===== src/rtl/controle_busca.sv =====
// Fetch sequencer and port arbiter for a 256x8 instruction memory: the loader owns
// the port while idle, the program counter owns it while running fetch/execute.
module controle_busca #(
  parameter logic [7:0] PC_INICIAL = 8'd0
) (
  input  logic       Clock,
  input  logic       Reset,
  input  logic       Iniciar,
  input  logic       Carga_Req,
  input  logic [7:0] Carga_End,
  input  logic [7:0] Carga_Dado,
  output logic       Carga_Ack,
  output logic [7:0] Mem_End,
  output logic [7:0] Mem_Dado_Esc,
  output logic       Mem_Esc,
  input  logic [7:0] Mem_Saida,
  input  logic       Desvio,
  input  logic [7:0] Desvio_Alvo,
  input  logic       Halt,
  output logic [7:0] Instr,
  output logic       Instr_Valida,
  output logic [7:0] PC,
  output logic [1:0] Estado,
  output logic       Parado,
  output logic [8:0] Contagem
);

  typedef enum logic [1:0] {
    OCIOSO = 2'b00,
    BUSCA  = 2'b01,
    EXEC   = 2'b10,
    PARADO = 2'b11
  } estado_t;

  estado_t    estado_q;
  logic [7:0] pc_q;
  logic [7:0] instr_q;
  logic [8:0] contagem_q;
  logic [8:0] contagem_d;

  function automatic logic [8:0] sat_inc(input logic [8:0] c);
    return (c == 9'd256) ? c : c + 9'd1;
  endfunction

  assign contagem_d = sat_inc(contagem_q);

  always_ff @(posedge Clock or negedge Reset) begin
    if (!Reset) begin
      estado_q   <= OCIOSO;
      pc_q       <= PC_INICIAL;
      instr_q    <= 8'd0;
      contagem_q <= 9'd0;
    end else begin
      case (estado_q)
        OCIOSO: begin
          // A pending write beats a start; the requester keeps Iniciar held.
          if (Carga_Req) begin
            contagem_q <= contagem_d;
          end else if (Iniciar) begin
            pc_q       <= PC_INICIAL;
            contagem_q <= 9'd0;
            estado_q   <= BUSCA;
          end
        end
        BUSCA: begin
          instr_q  <= Mem_Saida;
          estado_q <= EXEC;
        end
        EXEC: begin
          if (Halt) begin
            estado_q <= PARADO;
          end else if (Desvio) begin
            pc_q     <= Desvio_Alvo;
            estado_q <= BUSCA;
          end else begin
            pc_q     <= pc_q + 8'd1;
            estado_q <= BUSCA;
          end
        end
        PARADO: begin
          // Handing back to the loader costs one unacked cycle.
          if (Carga_Req) begin
            estado_q <= OCIOSO;
          end else if (Iniciar) begin
            pc_q       <= PC_INICIAL;
            contagem_q <= 9'd0;
            estado_q   <= BUSCA;
          end
        end
        default: estado_q <= OCIOSO;
      endcase
    end
  end

  assign Carga_Ack    = (estado_q == OCIOSO) && Carga_Req;
  assign Mem_Esc      = Carga_Ack;
  assign Mem_End      = (estado_q == OCIOSO) ? Carga_End : pc_q;
  assign Mem_Dado_Esc = Carga_Dado;
  assign Instr        = instr_q;
  assign Instr_Valida = (estado_q == EXEC);
  assign PC           = pc_q;
  assign Estado       = estado_q;
  assign Parado       = (estado_q == PARADO);
  assign Contagem     = contagem_q;

endmodule


===== config.mk =====
export PLATFORM = sky130hd
export DESIGN_NAME = controle_busca
export DESIGN_NICKNAME = d
export VERILOG_FILES = /design/src/rtl/controle_busca.sv
export SDC_FILE = /design/constraint.sdc
export NUM_CORES = 1
export LEC_CHECK = 0
export CAP_MARGIN = 20
export CORE_MARGIN = 4
export CORE_UTILIZATION = 40
export DETAILED_ROUTE_END_ITERATION = 8
export PLACE_DENSITY = 0.85
export SETUP_SLACK_MARGIN = 0.2
export SYNTH_ARGS = -nofsm -noshare
export SYNTH_HDL_FRONTEND = slang
export SYNTH_SLANG_ARGS = --single-unit

===== constraint.sdc =====
create_clock -name Clock -period 2.4 [get_ports Clock]
set_clock_uncertainty 0.15 [all_clocks]
set_input_delay 0.48 -clock Clock [delete_from_list [all_inputs] [get_ports Clock]]
set_output_delay 0.48 -clock Clock [all_outputs]
set_load 0.01 [all_outputs]

==> out/metrics.csv <==
metric,value,unit
logic area,897,um2
global-route wire length before repair,6760,um
Final WS setup,0.186,ns
WS Path Type,flip-flop to output pin,
GRT Total Usage,0.160,
"FFs w/ async S/R, synth",1.00,
GPL Wtd Cong,0.812,
Placement Cell Area,0.00239,mm2
Worst Hold Class,flip-flop to flip-flop,
ANT nets after route,0,
leak pwr,0.00110,uW
Critical Path AT,1.58,ns
post-synthesis instance total,168,
Die Ht,72.4,um
global route overflow,0,
status,"complete, no violations",
Chip Width,72.4,um
via/cell ratio,5.19,
Area Overhead vs Synth,50.8,%
largest area contributor in the netlist,dfrtp_1,
final timing paths:
path                           start           to  slack [ns]  cells after the start
hold / removal              Instr[3]     Instr[3]        0.36                      1
min in group asynchronous      Reset  Contagem[3]        0.43                      2
setup reg to reg           Estado[0]        PC[6]        0.36                      8
hold reg to reg             Instr[3]     Instr[3]        0.36                      1
max in group asynchronous      Reset    Estado[0]        1.43                      2
setup / recovery           Estado[1]   Mem_End[5]        0.19                      6
state kept, by name, summed over array words and instances, names as in the netlist:
register,count
Contagem,9
Estado,2
Instr,8
PC,8
final cells by class:
class | instances | share of cell area
flip-flops and latches | 27 | 0.271
repair buffers | 82 | 0.318
well taps | 50 | 0.0251
inverters | 6 | 0.00902
multi-input cells | 122 | 0.359
clock buffers | 3 | 0.0165
clock inverters | 1 | 0.00200
power by group through the flow:
stage / clock [uW] / combinational (uW) / sequential [uW]
4_1_cts: 265 / 1490 / 745
3_5_place_dp: 0 / 1480 / 751
5_1_grt: 280 / 1750 / 772
2_1_floorplan: 0 / 695 / 806
6_report: 259 / 1600 / 742
3_3_place_gp: 0 / 1460 / 742
cell families after synthesis:
| logic type | count (synthesis) | share of synthesized area |
|---|---|---|
| xor gates and xnor gates | 5 | 0.0264 |
| buffers and inverters | 19 | 0.0657 |
| adders and majority gates | 8 | 0.0604 |
| and+or+nand+nor | 50 | 0.156 |
| muxes | 19 | 0.128 |
| AOI/OAI and AO/OA | 40 | 0.156 |
| DFF | 27 | 0.408 |
metal layers:
metal / up-vias / track usage
li1: 746 / -
met1: 712 / 0.216
met2: 46 / 0.255
met3: 6 / 0.0429
met4: 0 / 0.0376
met5: - / 0
worst max-delay path: stages, from the launching register on:
cell and delay, ns:
dfrtp_1 0.40, inv_2 0.08, ha_4 0.16, buf_12 0.12, buf_6 0.09, mux2_2 0.33, buf_6 0.12
Figure 1. Met3 routing.
(6 px per um)
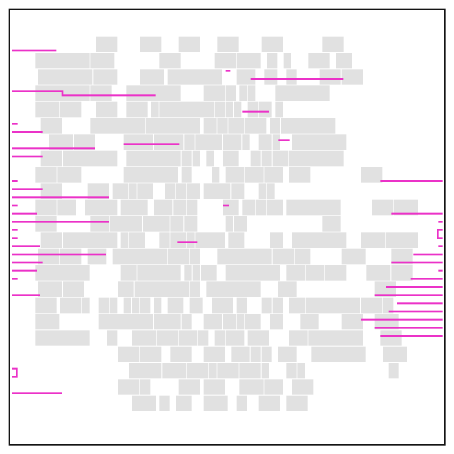
longest straight run = 15.9 um
wire length on this layer = 288 um
Vias: 1510
Post-Route WL: 4200 um

Figure 2. Track usage over the die.
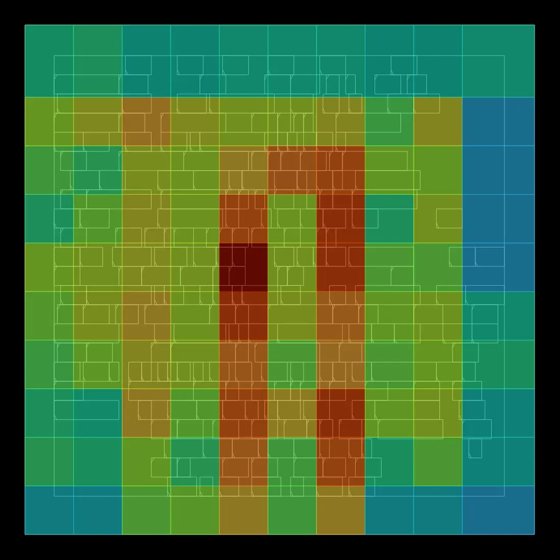
Finished Core Util: 0.624
met1 usage: 0.216

Figure 3. M2 wires.
(6 px per um)
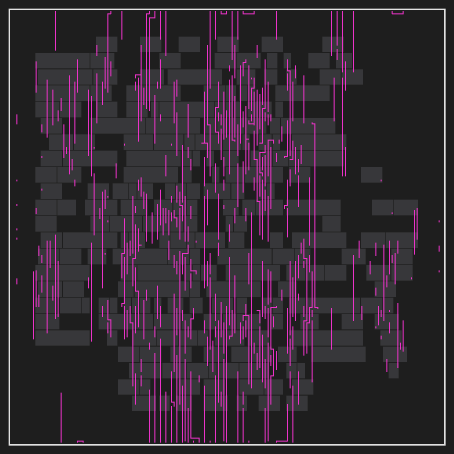
nets with wire on the layer = 243
main direction = vertical

Power and IR drop assume default switching activity.
